**Run 1: nets reached from selected ports**

The bar under the picture is 20 um long.
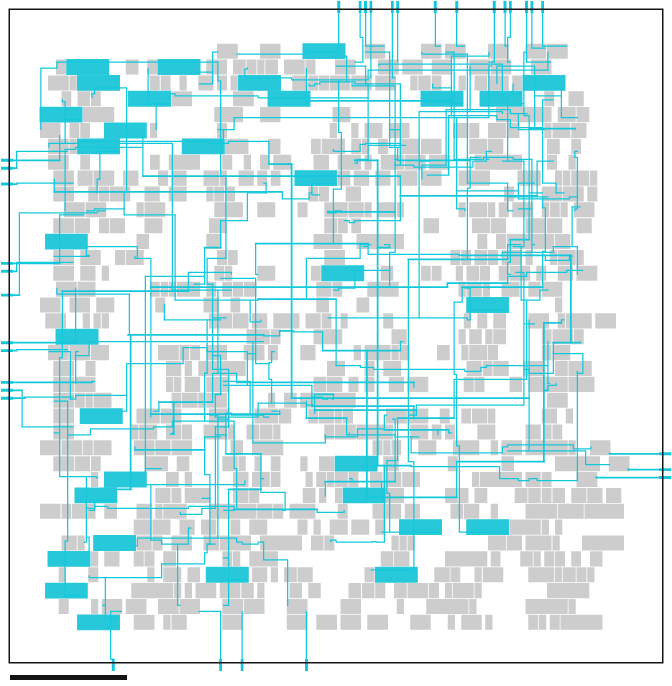
**Run 1: power grid**

The bar under the picture is 20 um long. Pins as bars on the die edge. Tap cells in grey.
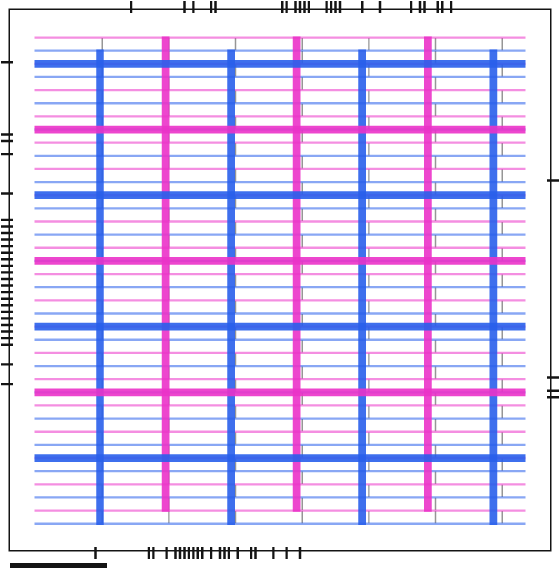
**Run 1: cell classes on the final placement**

Fill, decap, tap and diode cells in grey.
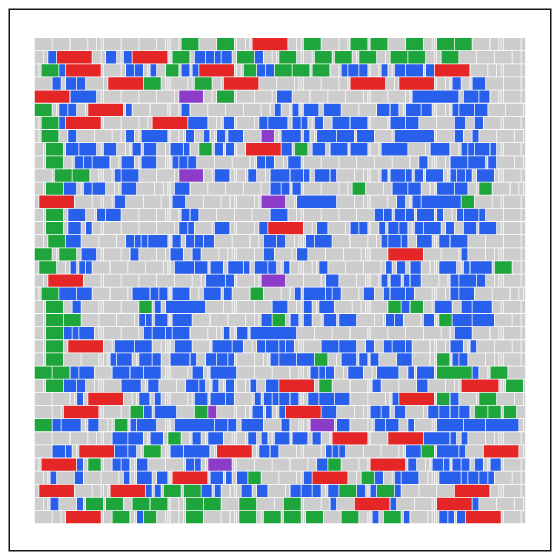
**Run 1: routed metal per tile**

22 x 22 tiles, from dark blue (low) to red (high), scaled to the fullest tile. Values are wire area over tile area, all layers added.
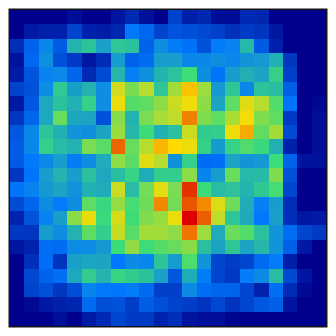
**src/rtl/shl_seq.sv**
```systemverilog
// shl_seq: sequential logical left shifter (SLL unit for the multi-cycle datapath).
//
// The shift is decomposed into log2(WIDTH) power-of-two stages (16,8,4,2,1 for the
// defaults). One stage is applied per clock, starting from the most significant
// shift-amount bit.
//
// Ports:
//   clk        rising-edge clock
//   rst_n      synchronous active-low reset
//   in_valid   request valid
//   in_ready   unit idle and able to accept a request
//   din        operand, sampled on accept
//   shamt      unsigned shift amount, sampled on accept
//   out_valid  result valid (held until out_ready)
//   out_ready  consumer accepts result
//   dout       din << shamt, zero-filled, truncated to WIDTH
//
// Build option: define SHL_ZERO_BYPASS_EN so that a shamt==0 request skips BUSY and
// lands in DONE on its accept edge. The port list is the same in both builds.

module shl_seq #(
  parameter int unsigned WIDTH = 32,
  parameter int unsigned SHW   = 5
) (
  input  logic             clk,
  input  logic             rst_n,
  input  logic             in_valid,
  output logic             in_ready,
  input  logic [WIDTH-1:0] din,
  input  logic [SHW-1:0]   shamt,
  output logic             out_valid,
  input  logic             out_ready,
  output logic [WIDTH-1:0] dout
);

  // Stage index width: just wide enough to select one bit of the shift amount.
  localparam int unsigned KW = (SHW > 1) ? $clog2(SHW) : 1;
  localparam logic [KW-1:0] KFirst = KW'(SHW - 1);

  typedef enum logic [1:0] {
    StIdle = 2'b00,
    StBusy = 2'b01,
    StDone = 2'b10
  } state_e;

  state_e           state_q, state_d;
  logic [WIDTH-1:0] acc_q, acc_d;
  logic [SHW-1:0]   sh_q, sh_d;
  logic [KW-1:0]    k_q, k_d;

  always_comb begin
    state_d = state_q;
    acc_d   = acc_q;
    sh_d    = sh_q;
    k_d     = k_q;
    case (state_q)
      StIdle: begin
        if (in_valid) begin
          acc_d   = din;
          sh_d    = shamt;
          k_d     = KFirst;
          state_d = StBusy;
`ifdef SHL_ZERO_BYPASS_EN
          // Nothing to shift: present the operand straight away.
          if (shamt == '0) begin
            state_d = StDone;
          end
`endif
        end
      end
      StBusy: begin
        // Stage k shifts by 2**k when bit k of the amount is set.
        if (sh_q[k_q]) begin
          acc_d = acc_q << (WIDTH'(1) << k_q);
        end
        if (k_q == '0) begin
          state_d = StDone;
        end else begin
          k_d = k_q - KW'(1);
        end
      end
      StDone: begin
        if (out_ready) begin
          state_d = StIdle;
        end
      end
      default: begin
        // Unused encoding: recover to idle.
        state_d = StIdle;
      end
    endcase
  end

  always_ff @(posedge clk) begin
    if (!rst_n) begin
      state_q <= StIdle;
      acc_q   <= '0;
      sh_q    <= '0;
      k_q     <= KFirst;
    end else begin
      state_q <= state_d;
      acc_q   <= acc_d;
      sh_q    <= sh_d;
      k_q     <= k_d;
    end
  end

  assign in_ready  = (state_q == StIdle);
  assign out_valid = (state_q == StDone);
  assign dout      = acc_q;

endmodule

```
**config.mk**
```make
export PLATFORM = sky130hd
export DESIGN_NAME = shl_seq
export DESIGN_NICKNAME = d
export VERILOG_FILES = /design/src/rtl/shl_seq.sv
export SDC_FILE = /design/constraint.sdc
export NUM_CORES = 1
export LEC_CHECK = 0
export CAP_MARGIN = 20
export CORE_MARGIN = 5
export CORE_UTILIZATION = 43
export DETAILED_ROUTE_END_ITERATION = 6
export PLACE_DENSITY = 0.67
export SLEW_MARGIN = 20
export SYNTH_ARGS = -nofsm -noshare
export SYNTH_HDL_FRONTEND = slang
export SYNTH_SLANG_ARGS = --single-unit
```
**constraint.sdc**
```tcl
create_clock -name clk -period 3.8 [get_ports clk]
set_clock_uncertainty 0.15 [all_clocks]
set_input_delay 0.38 -clock clk [delete_from_list [all_inputs] [get_ports clk]]
set_output_delay 0.38 -clock clk [all_outputs]
set_load 0.1 [all_outputs]
```
==> run notes, run 1 <==
Figures from the flow reports.

Logic synthesis:
- Yosys stat counts between 500 and 600 cells in the synthesized netlist.
- The run gives the number of synthesis warnings as 0.
- sky130_fd_sc_hd__nand2_1 is the most common cell in the netlist.
- The run gives the proportion of synthesized flip-flops having asynchronous set or reset as 0%.
- Yosys reported a register bit count of approximately 42.

Worst setup path:
- STA classifies the critical path startpoint as a flip-flop.
- The run gives the highest cell delay on the worst timing path as 0.82 ns.
- The script reports the combined buffer and inverter count of the critical path as 1.

Finish:
- The run puts the synthesis-to-finish area growth at 19.1%.
- The run puts the total of fill cells in the finished design at between 1000 and 1500.
- The run puts the share of the final layout cell area in multi-input gates at between 50% and 60%.
- Summing all multi-input logic gate instances after layout gives 3180 sq um.
- Per the layout report, the design carries 6 clock buffers.
- The run gives the number of flip-flops in the largest register as 32.
- The run puts the final-layout non-clock buffer area share at between 10% and 20%.
- The design has roughly 42 sequential cells.

CTS:
- The run gives the post-cts resize count as 0.
- The clock drives between 40 and 50 sinks.
- The run puts the H-tree depth reported by CTS at 2.

STA:
- Max-slew check failures listed in the final report amount to 0.
- Looking at the max-slew report, the worst-margin pin has a slew of roughly 0.99 ns.

Global routing:
- The run puts the global-route wire length before repair at between 30 and 40 mm.
- The run puts the maximum number of pins on one net before global-route repair at 42.

Flow run:
- The run puts the max capacitance violation total at 0.

Route:
- Per the log, the first TritonRoute iteration ended with a DRC count of 675.
- The run puts the number of routed nets with antenna violations at 0.
- The run gives the residual DRC count as 0.

Floorplanning:
- The run puts the tapcell count at around 140.

Placement:
- The run gives the total half-perimeter wirelength after legalization and detailed placement as between 15 and 20 mm.

Outcome:
- The run finished with clean final reports.
-- 'nets reached from selected ports' (at the start) --
- `dout`: cyan (bits 32; direction output; edge 14 top, 11 left, 4 bottom, 3 right; end cells 32; buffers 32; wire 4090 um)
top-level port count: 75
count of buffers inserted at the top-level ports: 74

-- 'power grid' (at the start) --
- VSS: blue
- VDD: magenta
- signal pins: 75
- met5 straps: 7
- tap cells: 136

-- 'cell classes on the final placement' (at the start) --
- sequential cells: red (cells 42; share of their area 16%)
- remaining buffers and delay cells: green (cells 105; share of their area 19%)
- combinational and other logic: blue (cells 476; share of their area 63%)
- clock drivers and dummy loads: purple (cells 8; share of their area 1.9%)
total core area: 10200 sq um
Post-Route Utilization: 51.8%
sequential fraction of total cell area: 15.9%
cell row count: 37
total non-filler cell area in the finished layout: 5300 sq um

-- 'routed metal per tile' (at the start) --
- fullest tile: 0.98
- mean over tiles: 0.29
- emptiest ninth of the die: lower right
- tiles over half the peak: 19%
- densest ninth of the die: centre
- nearly empty tiles: 12%
post-detailed-routing wire length: 21.3 mm
GRT Overall Usage: 33.3%
average wire length per cell after detail routing: 27.7 um
vias after detailed routing: 5322

-- run 1: metrics by stage --
stage	utilization [%]	instances	setup slack (ns)	hold slack (ns)	power, W
6_report	51.8	767	0.424	0.310	0.00212
5_1_grt	51.8	767	0.317	0.336	0.00220
2_1_floorplan	-	576	0.630	0.286	0.00143
4_1_cts	51.8	767	0.579	0.310	0.00209
3_5_place_dp	50.9	759	0.584	0.297	0.00176
3_3_place_gp	50.9	759	0.618	0.300	0.00176
-- run 1: placed cells by master (no fill, tap or decap), types with 5 or more instances in the layout --
| cell type | instances |
|---|---|
| sky130_fd_sc_hd__nor2b_1 | 7 |
| sky130_fd_sc_hd__nand2_1 | 59 |
| sky130_fd_sc_hd__a211oi_1 | 13 |
| sky130_fd_sc_hd__nor3_1 | 14 |
| sky130_fd_sc_hd__o21a_1 | 5 |
| sky130_fd_sc_hd__inv_1 | 5 |
| sky130_fd_sc_hd__buf_4 | 30 |
| sky130_fd_sc_hd__o21ai_1 | 9 |
| sky130_fd_sc_hd__a221oi_1 | 6 |
| sky130_fd_sc_hd__o21ai_0 | 42 |
| sky130_fd_sc_hd__and3_1 | 6 |
| sky130_fd_sc_hd__clkbuf_8 | 6 |
| sky130_fd_sc_hd__mux2_2 | 14 |
| sky130_fd_sc_hd__nor3b_1 | 5 |
| sky130_fd_sc_hd__dfxtp_1 | 41 |
| sky130_fd_sc_hd__nand3_1 | 12 |
| sky130_fd_sc_hd__mux2i_1 | 28 |
| sky130_fd_sc_hd__mux4_2 | 5 |
| sky130_fd_sc_hd__o22ai_1 | 7 |
| sky130_fd_sc_hd__a31oi_1 | 14 |
| sky130_fd_sc_hd__nand2b_1 | 9 |
| sky130_fd_sc_hd__a21oi_1 | 57 |
| sky130_fd_sc_hd__clkdlybuf4s50_1 | 74 |
| sky130_fd_sc_hd__nor2_1 | 41 |
| sky130_fd_sc_hd__a22oi_1 | 8 |
| sky130_fd_sc_hd__o211ai_1 | 7 |
-- run 1: cell families (layout without fill, tap and decap cells) --
family                     after synthesis  count (layout)  synth area share [%]
AOI/OAI and AO/OA                      231             231                  35.7
xor gates and xnor gates                 1               1                 0.197
adders and majority gates                5               5                  1.40
buffers and inverters                   66             121                  9.83
DFF                                     42              42                  18.9
muxes                                   49              49                  13.5
and+or+nand+nor                        182             182                  20.5
-- run 1: final timing paths --
kind | slack [ns] | end | depth (start not counted)
worst max register to register | 0.42 | dout[19]$_SDFFE_PN0P_ | 8
worst min register to register | 0.31 | sh_q[0]$_SDFFE_PN0P_ | 2
worst max-delay path | 0.42 | dout[19]$_SDFFE_PN0P_ | 8
worst min-delay path | 0.31 | sh_q[0]$_SDFFE_PN0P_ | 2
-- run 1: metal layers --
layer | track usage [%] | vias up | part of all wire (%)
met5 | 0 | - | 0
met4 | 14.7 | 0 | 4.3
met3 | 8.53 | 67 | 11
met2 | 49.4 | 393 | 44
met1 | 45.6 | 2560 | 41
li1 | - | 2302 | -
-- run 1: where the power goes --
part           total (W)  switching, W  leakage (nW)  internal [W]
Sequential      0.000601      0.000115         0.346      0.000486
Clock           0.000335      0.000188        0.0472      0.000147
Combinational    0.00119      0.000799          1.51      0.000387
==> inputs of run 2 (changes only) <==
--- a/config.mk
+++ b/config.mk
@@ -10,7 +10,8 @@
 export CORE_UTILIZATION = 43
 export DETAILED_ROUTE_END_ITERATION = 6
-export PLACE_DENSITY = 0.67
+export PLACE_DENSITY = 0.65
 export SLEW_MARGIN = 20
 export SYNTH_ARGS = -nofsm -noshare
 export SYNTH_HDL_FRONTEND = slang
 export SYNTH_SLANG_ARGS = --single-unit
+export TNS_END_PERCENT = 10
==> constraint.sdc (replaced) <==
create_clock -name clk -period 3.8 [get_ports clk]
set_clock_uncertainty 0.15 [all_clocks]
set_input_delay 0.95 -clock clk [delete_from_list [all_inputs] [get_ports clk]]
set_output_delay 0.95 -clock clk [all_outputs]
set_load 0.1 [all_outputs]
**Run 2: nets reached from selected ports**

The bar under the picture is 20 um long.
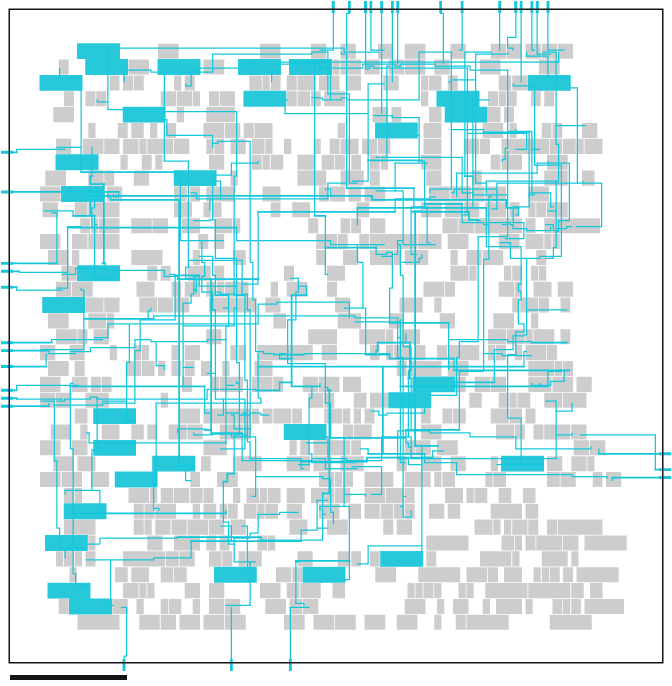
- `dout`: cyan (bits 32; direction output; edge 15 top, 11 left, 3 bottom, 3 right; end cells 32; buffers 33; wire 4250 um)

==> run notes, run 2 <==
Figures from the flow reports.

Logic synthesis:
- The run puts the count of distinct cell types in the synthesized netlist at 88.
- Yosys reported a register bit count of 42.
- The run gives the proportion of synthesized flip-flops having asynchronous set or reset as 0%.
- The run gives the post-synthesis area per instance as 7.73 sq um.
- The run gives the most repeated cell in the gate-level netlist after synthesis as sky130_fd_sc_hd__nand2_1.
- The run gives the count of instantiated cells in the yosys netlist as between 500 and 600.
- Counting the warning lines in the Yosys log gives 0.
- The run puts the area share of the largest cell type after synthesis at 18.9%.

Global routing:
- The run puts the maximum number of pins on one net before global-route repair at 39.
- The run gives the overall fraction of global-route tracks in use as between 30 and 40%.
- The run puts the global-route wire length before repair at approximately 32 mm.

Floorplanning:
- The run puts the top-level I/O count at around 75.
- After floorplanning, the core was sized to cover between 10000 and 15000 sq um.
- The run puts the vertical die dimension at around 110 um.
- The run gives the number of rows created at floorplan as 37.

Pwr:
- The run gives the power density over the cells as about 400 nW/um^2.
- After layout, the design draws a total of roughly 0.0021 W.
- The run gives the maximum VDD drop as 0.000202 V.
- The run puts the leakage power figure at between 1.5 and 2 nW.

STA:
- The run gives the setup TNS as 0 ns.
- The run gives the tightest slew margin relative to the limit as a little over two fifths.
- The transition time recorded at the tightest slew-check pin is ~0.86 ns.
- The run puts the final number of max-transition violations at 0.
- The run puts the worst slack on hold paths at ~0.31 ns.
- Setup repair after global routing left no endpoint under its margin.

Route:
- The run puts the residual DRC count at 0.
- Dividing the detail-routed wire length by the instance count gives about 27 um.
- In the post-route report, total wirelength is listed as approximately 21 mm.
- The run gives the number of routed nets with antenna violations as 0.
- Per the log, the first TritonRoute iteration ended with a DRC count of around 630.
- The run gives the total number of vias as about 5300.

Placement:
- The run puts the total half-perimeter wirelength after legalization and detailed placement at approximately 15 mm.
- The run gives the total placed cells including tap cells as 761.
- The run gives the count of input and output buffers as 74.
- RePlAce ended its routability-driven mode at a weighted congestion of a little over 1.

CTS:
- After clock tree synthesis, the repair step resized 0 gates.
- TritonCTS built the clock tree.
- The H-tree was split into 2 levels.
- The run gives the number of sinks driven by the clock tree as ~42.

Finish:
- The register with the most flip-flops in the layout has 32 of them.
- The run gives the final standard cell utilization of the core as 51.2%.
- The run puts the non-filler instance count after layout at ~770.
- The top cell type in the final layout, fill and taps aside, is sky130_fd_sc_hd__buf_4.
- The run puts the synthesis-to-finish area growth at 17.5%.
- Ranking logic cells in the layout by count gives the top entries 66 x sky130_fd_sc_hd__buf_4, 59 x sky130_fd_sc_hd__nand2_1, 57 x sky130_fd_sc_hd__a21oi_1.

Worst setup path:
- The run gives the endpoint kind of the worst setup timing path as a flip-flop.
- The run gives the nature of the critical path startpoint as a flip-flop.

Flow run:
- Max-cap violations in this run came to 0.

Outcome:
- The run finished with clean final reports.
[run 2: cell counts after synthesis]
Identical to the previous run, type by type.
[run 2: layer usage]
metal	wire length (um)	up-vias	track usage [%]	part of all wire, %
met5	0	-	0	0
met1	8540	2516	44.6	41
met2	9120	367	49.2	44
li1	-	2321	-	-
met3	2160	79	6.36	10
met4	1080	0	17.4	5.2
[run 2: cell families after synthesis]
| kind of cell | Yosys count | share of synthesized area (%) |
|---|---|---|
| AND-OR/OR-AND | 231 | 35.7 |
| AND/OR/NAND/NOR | 182 | 20.5 |
| buffers and inverters | 66 | 9.83 |
| multiplexers | 49 | 13.5 |
| flip-flops | 42 | 18.9 |
| adder cells (fa/ha/maj) | 5 | 1.40 |
| XOR/XNOR | 1 | 0.197 |
[run 2: path summary, 6_finish.rpt]
kind	start	cells past startpoint	end	slack (ns)
worst max-delay path	k_q[0]$_SDFFE_PN0P_	8	dout[19]$_SDFFE_PN0P_	0.32
worst min-delay path	sh_q[4]$_SDFFE_PN0P_	2	sh_q[4]$_SDFFE_PN0P_	0.31
worst min register to register	sh_q[4]$_SDFFE_PN0P_	2	sh_q[4]$_SDFFE_PN0P_	0.31
worst max register to register	k_q[0]$_SDFFE_PN0P_	8	dout[19]$_SDFFE_PN0P_	0.32
[run 2: worst max-delay path: stages (launching register included)]
cell and delay, ns:
sky130_fd_sc_hd__dfxtp_1 0.48, sky130_fd_sc_hd__inv_1 0.15, sky130_fd_sc_hd__ha_1 0.30, sky130_fd_sc_hd__nor3b_4 0.73, sky130_fd_sc_hd__o21ai_0 0.43, sky130_fd_sc_hd__a22oi_1 0.55
sky130_fd_sc_hd__mux2i_1 0.25, sky130_fd_sc_hd__o21a_1 0.23, sky130_fd_sc_hd__a31oi_1 0.14
[run 2: power breakdown]
part | switching [W] | internal (W) | total, W
Combinational | 0.000793 | 0.000375 | 0.00117
Clock | 0.000184 | 0.000151 | 0.000335
Sequential | 0.000111 | 0.000486 | 0.000597
[run 2: final cells by class]
type	instances	area, sq um
Sequential cell	42	842
Tap cell	136	170
Clock buffer	7	86.3
Timing Repair Buffer	107	916
Clock inverter	1	8.76
Multi-Input combinational cell	468	3180
Inverter	8	30.0
Fill cell	1002	5000
[run 2: metrics by stage]
stage	cell area (sq um)	worst slack, ns
2_1_floorplan	4450	0.630
5_1_grt	5230	0.232
3_5_place_dp	5140	0.504
3_3_place_gp	5140	0.463
4_1_cts	5230	0.462
6_report	5230	0.322
Power figures rest on the tool's default switching activity, not on a simulated workload.
